==> images/gate_families.png <==
Drawn at 4 px/µm.
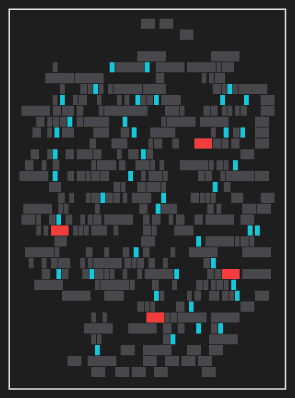
==> images/pins.png <==
Drawn at 4 px/µm. Pins as bars across the die edge, other pins in grey.
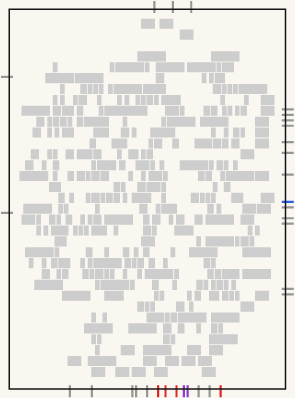
==> images/drive_strength.png <==
Drawn at 4 px/µm.
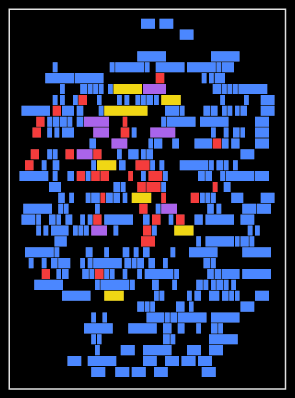
==> images/port_nets.png <==
Drawn at 3 px/µm.
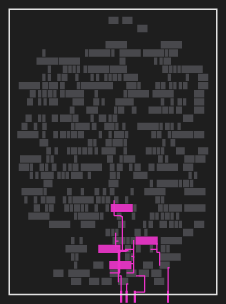
$ cat src/rtl/pong_match_ctrl_if.sv
// Signal bundle between the pong match sequencer and the rest of pong_game:
// the ball/paddle/frame flags in and the match status out.
interface pong_match_ctrl_if;
    logic       endofframe;
    logic       isMoving;
    logic [1:0] missed;
    logic [1:0] collided;
    logic       restart;
    logic [3:0] score_one;
    logic [3:0] score_two;
    logic [7:0] hit_count;
    logic [1:0] winner;
    logic [2:0] state;
    logic       point_pulse;

    modport master (
        output endofframe, isMoving, missed, collided,
        input  restart, score_one, score_two, hit_count, winner, state, point_pulse
    );

    modport slave (
        input  endofframe, isMoving, missed, collided,
        output restart, score_one, score_two, hit_count, winner, state, point_pulse
    );
endinterface

$ cat src/rtl/pong_match_ctrl.sv
// Match sequencer for pong_game: IDLE -> SERVE -> PLAY -> POINT -> (SERVE | OVER -> IDLE),
// keeping scores, rally hit count and winner, with pauses timed in video frames.
module pong_match_ctrl #(
    parameter int WIN_SCORE    = 7,
    parameter int SERVE_FRAMES = 60,
    parameter int POINT_FRAMES = 90,
    parameter int OVER_FRAMES  = 180,
    parameter int TIMER_W      = 8
) (
    input logic               clk50M,
    input logic               reset,
    pong_match_ctrl_if.slave  bus
);

    typedef enum logic [2:0] {
        IDLE  = 3'b000,
        SERVE = 3'b001,
        PLAY  = 3'b010,
        POINT = 3'b011,
        OVER  = 3'b100
    } state_t;

    localparam logic [3:0] WIN = 4'(WIN_SCORE);

    state_t             state_q, state_d;
    logic [TIMER_W-1:0] timer_q, timer_d;
    logic [3:0]         score_one_q, score_one_d;
    logic [3:0]         score_two_q, score_two_d;
    logic [7:0]         hit_q, hit_d;
    logic [1:0]         winner_q, winner_d;
    logic               restart_q, restart_d;
    logic               pulse_q, pulse_d;
    logic               endofframe_q;
    logic [1:0]         collided_q;

    logic       frame_tick;
    logic       timer_done;
    logic [1:0] collided_rise;

    assign frame_tick    = bus.endofframe & ~endofframe_q;
    assign timer_done    = (timer_q == '0);
    assign collided_rise = bus.collided & ~collided_q;

    // NOTE: every variable gets its hold value first so no path through the case infers a latch.
    always_comb begin
        state_d     = state_q;
        timer_d     = timer_q;
        score_one_d = score_one_q;
        score_two_d = score_two_q;
        hit_d       = hit_q;
        winner_d    = winner_q;
        pulse_d     = 1'b0;

        if (frame_tick && !timer_done)
            timer_d = timer_q - 1'b1;

        case (state_q)
            IDLE: begin
                if (bus.isMoving) begin
                    score_one_d = '0;
                    score_two_d = '0;
                    winner_d    = 2'b00;
                    hit_d       = '0;
                    state_d     = SERVE;
                end
            end
            SERVE: begin
                hit_d = '0;
                if (timer_done && bus.isMoving)
                    state_d = PLAY;
            end
            PLAY: begin
                // A miss ends the rally, so a collision on the same cycle is dropped.
                if (bus.missed != 2'b00) begin
                    pulse_d = 1'b1;
                    state_d = POINT;
                    if (bus.missed == 2'b01 && score_two_q < WIN)
                        score_two_d = score_two_q + 4'd1;
                    if (bus.missed == 2'b10 && score_one_q < WIN)
                        score_one_d = score_one_q + 4'd1;
                end else if (collided_rise != 2'b00 && hit_q != 8'hFF) begin
                    hit_d = hit_q + 8'd1;
                end
            end
            POINT: begin
                if (timer_done) begin
                    if (score_one_q == WIN || score_two_q == WIN) begin
                        state_d  = OVER;
                        winner_d = (score_one_q == WIN) ? 2'b01 : 2'b10;
                    end else begin
                        state_d = SERVE;
                    end
                end
            end
            OVER: begin
                if (timer_done)
                    state_d = IDLE;
            end
            default: state_d = IDLE;
        endcase

        // Entry into a timed state reloads its pause; a tick on the same cycle is superseded.
        if (state_d != state_q) begin
            case (state_d)
                SERVE:   timer_d = TIMER_W'(SERVE_FRAMES);
                POINT:   timer_d = TIMER_W'(POINT_FRAMES);
                OVER:    timer_d = TIMER_W'(OVER_FRAMES);
                default: timer_d = '0;
            endcase
        end

        restart_d = (state_d != PLAY);
    end

    // NOTE: state is updated with non-blocking assignments so every register samples pre-edge values.
    always_ff @(posedge clk50M) begin
        if (reset) begin
            state_q      <= IDLE;
            timer_q      <= '0;
            score_one_q  <= '0;
            score_two_q  <= '0;
            hit_q        <= '0;
            winner_q     <= 2'b00;
            restart_q    <= 1'b1;
            pulse_q      <= 1'b0;
            endofframe_q <= 1'b0;
            collided_q   <= 2'b00;
        end else begin
            state_q      <= state_d;
            timer_q      <= timer_d;
            score_one_q  <= score_one_d;
            score_two_q  <= score_two_d;
            hit_q        <= hit_d;
            winner_q     <= winner_d;
            restart_q    <= restart_d;
            pulse_q      <= pulse_d;
            endofframe_q <= bus.endofframe;
            collided_q   <= bus.collided;
        end
    end

    assign bus.state       = state_q;
    assign bus.restart     = restart_q;
    assign bus.score_one   = score_one_q;
    assign bus.score_two   = score_two_q;
    assign bus.hit_count   = hit_q;
    assign bus.winner      = winner_q;
    assign bus.point_pulse = pulse_q;

endmodule

$ cat src/flat_wrapper.sv
// flat-port wrapper written by rule: the top's interface ports become plain ports
module pong_match_ctrl_flat 
#(
    parameter int WIN_SCORE    = 7,
    parameter int SERVE_FRAMES = 60,
    parameter int POINT_FRAMES = 90,
    parameter int OVER_FRAMES  = 180,
    parameter int TIMER_W      = 8
)
  (clk50M, reset, bus_endofframe, bus_isMoving, bus_missed, bus_collided, bus_restart, bus_score_one, bus_score_two, bus_hit_count, bus_winner, bus_state, bus_point_pulse);
  pong_match_ctrl_if bus_i ();
  input logic clk50M;
  input logic reset;
  input wire logic [$bits(bus_i.endofframe)-1:0] bus_endofframe;
  input wire logic [$bits(bus_i.isMoving)-1:0] bus_isMoving;
  input wire logic [$bits(bus_i.missed)-1:0] bus_missed;
  input wire logic [$bits(bus_i.collided)-1:0] bus_collided;
  output wire logic [$bits(bus_i.restart)-1:0] bus_restart;
  output wire logic [$bits(bus_i.score_one)-1:0] bus_score_one;
  output wire logic [$bits(bus_i.score_two)-1:0] bus_score_two;
  output wire logic [$bits(bus_i.hit_count)-1:0] bus_hit_count;
  output wire logic [$bits(bus_i.winner)-1:0] bus_winner;
  output wire logic [$bits(bus_i.state)-1:0] bus_state;
  output wire logic [$bits(bus_i.point_pulse)-1:0] bus_point_pulse;
  assign bus_i.endofframe = bus_endofframe;
  assign bus_i.isMoving = bus_isMoving;
  assign bus_i.missed = bus_missed;
  assign bus_i.collided = bus_collided;
  assign bus_restart = bus_i.restart;
  assign bus_score_one = bus_i.score_one;
  assign bus_score_two = bus_i.score_two;
  assign bus_hit_count = bus_i.hit_count;
  assign bus_winner = bus_i.winner;
  assign bus_state = bus_i.state;
  assign bus_point_pulse = bus_i.point_pulse;
  pong_match_ctrl #(.WIN_SCORE(WIN_SCORE), .SERVE_FRAMES(SERVE_FRAMES), .POINT_FRAMES(POINT_FRAMES), .OVER_FRAMES(OVER_FRAMES), .TIMER_W(TIMER_W)) u_core (.clk50M(clk50M), .reset(reset), .bus(bus_i));
endmodule
$ cat config.mk
export PLATFORM = sky130hd
export DESIGN_NAME = pong_match_ctrl_flat
export DESIGN_NICKNAME = d
export VERILOG_FILES = /design/src/rtl/pong_match_ctrl_if.sv /design/src/rtl/pong_match_ctrl.sv /design/src/flat_wrapper.sv
export SDC_FILE = /design/constraint.sdc
export NUM_CORES = 1
export LEC_CHECK = 0
export ABC_AREA = 1
export CAP_MARGIN = 10
export CORE_ASPECT_RATIO = 1.4
export CORE_MARGIN = 2
export CORE_UTILIZATION = 33
export CTS_CLUSTER_SIZE = 40
export DETAILED_ROUTE_END_ITERATION = 8
export GPL_TIMING_DRIVEN = 0
export PLACE_DENSITY = 0.53
export SYNTH_ARGS = -nofsm -noshare
export SYNTH_HDL_FRONTEND = slang
export SYNTH_SLANG_ARGS = --single-unit
$ cat constraint.sdc
create_clock -name clk50M -period 2.46 [get_ports clk50M]
set_clock_uncertainty 0.15 [all_clocks]
set_input_delay 0.738 -clock clk50M [delete_from_list [all_inputs] [get_ports clk50M]]
set_output_delay 0.738 -clock clk50M [all_outputs]
set_load 0.02 [all_outputs]
==> run summary <==
Figures from the implementation reports.

- The worst setup path is launched from a flop.
- Looking at the clock tree report, the root buffer type is sky130_fd_sc_hd__clkbuf_8.
- The deepest clock path buffer count reads 2.
- The standard-cell row count reads 33.
- The global routing met1 resource utilization reads 16.5%.
- After legalization and detailed placement, the total HPWL measured ~3700 µm.
- The layout summary lists the proportion of cells stronger than drive strength 1 as 15.0%.
- Per Yosys stat, the portion of area used by sequential elements is a little over a third.
- The share of cell area taken by muxes after synthesis is 0%.
- The worst register-to-register path has a depth of 10.
- The endpoint of the most critical setup path is bus_state[1].
- From left edge to right edge, the die measures between 60 and 70 µm.
- Of the post-synthesis cell area, the dominant cell type holds 35.2%.
- The top achievable clock speed is between 0.4 and 0.5 GHz.
- VDD sags by at most 609 µV.
- Setup repair after global routing left no endpoint under its margin.
- The flow ran to the end, and the final reports show no timing, DRC or antenna violations.
- Cells fill 42.3% of the core in the end.
- sky130_fd_sc_hd__dfxtp_1 takes more of the synthesized area than any other cell.
- The global routing stage identified its most utilized layer as met2.
- Checking max transition, the worst relative margin is 67.2%.
- The worst register-to-register path has a setup slack of 0.37 ns.
- The number of antenna violations at the first check in global routing came to 0.
- The post-synthesis cell count from yosys is 275.
- The via count of the first global-routing pass is ~1,800.
- The path with the worst hold slack has its endpoint at u_core.bus.hit_count[4]$_SDFFE_PP0P_.
- The register cell area after layout is roughly 680 µm².
- Yosys reports that the most numerous cell types are sky130_fd_sc_hd__nand2_1 (48), sky130_fd_sc_hd__nor2_1 (40), sky130_fd_sc_hd__inv_1 (35), sky130_fd_sc_hd__dfxtp_1 (34), sky130_fd_sc_hd__nand3_1 (20).
- The average detailed-routed wire length per instance is 12.1 µm.
- The total power per unit cell area reads 1020 mW/mm².
- The biggest combinational cell group after synthesis reads simple AND/OR/NAND/NOR gates.
- Synthesis instantiated 29 different standard cells from the library.
- The total clock network power is 0.507 mW.
- The placement-stage cell area reads 0.00232 mm².
- The maximum level of the CTS H-tree reads 2.
- The launch point of the worst min-delay path is recorded as u_core.bus.hit_count[4]$_SDFFE_PP0P_.
- The count of buffering cells on the critical path with inverters included reads 1.
- The clock period minus final worst setup slack reads 2.34 ns.
- After detailed routing, the total wire length is 4630 µm.
- The number of logged tool warnings is 26.
- The total routing usage reported by global routing reads 16.3%.
- From the final report, the count of setup violators was given as 0.
- The critical path capture point type is an output pin.
- The final layout contains between 300 and 400 nets.
Back to the opening pictures, gate_families.png:
cyan -> inverters  # cells 41
red -> adder and majority cells  # cells 4
tally of non-filler cells in the final layout: 383
commonest non-fill, non-tap cell in the layout: sky130_fd_sc_hd__nand2_1

Back to the opening pictures, pins.png:
purple -> bus_missed  # pins 2, direction input, edge bottom
blue -> bus_isMoving  # pins 1, direction input, edge right
red -> bus_score_two  # pins 4, direction output, edge bottom

Back to the opening pictures, drive_strength.png:
blue -> drive 1 or less  # cells 266, share 85%, most used nand2_1
red -> drive 2  # cells 32, share 10%, most used nor2_2
yellow -> drive 6 and up  # cells 7, share 2.2%, most used clkbuf_8
purple -> drive 3 to 4  # cells 8, share 2.6%, most used nor2_4

Back to the opening pictures, port_nets.png:
magenta -> bus_score_two  # bits 4, direction output, edge bottom, end cells 4, buffers 4, wire 117 µm
number of I/O port buffers: 30
Boundary Pins: 31

Power figures rest on the tool's default switching activity, not on a simulated workload.
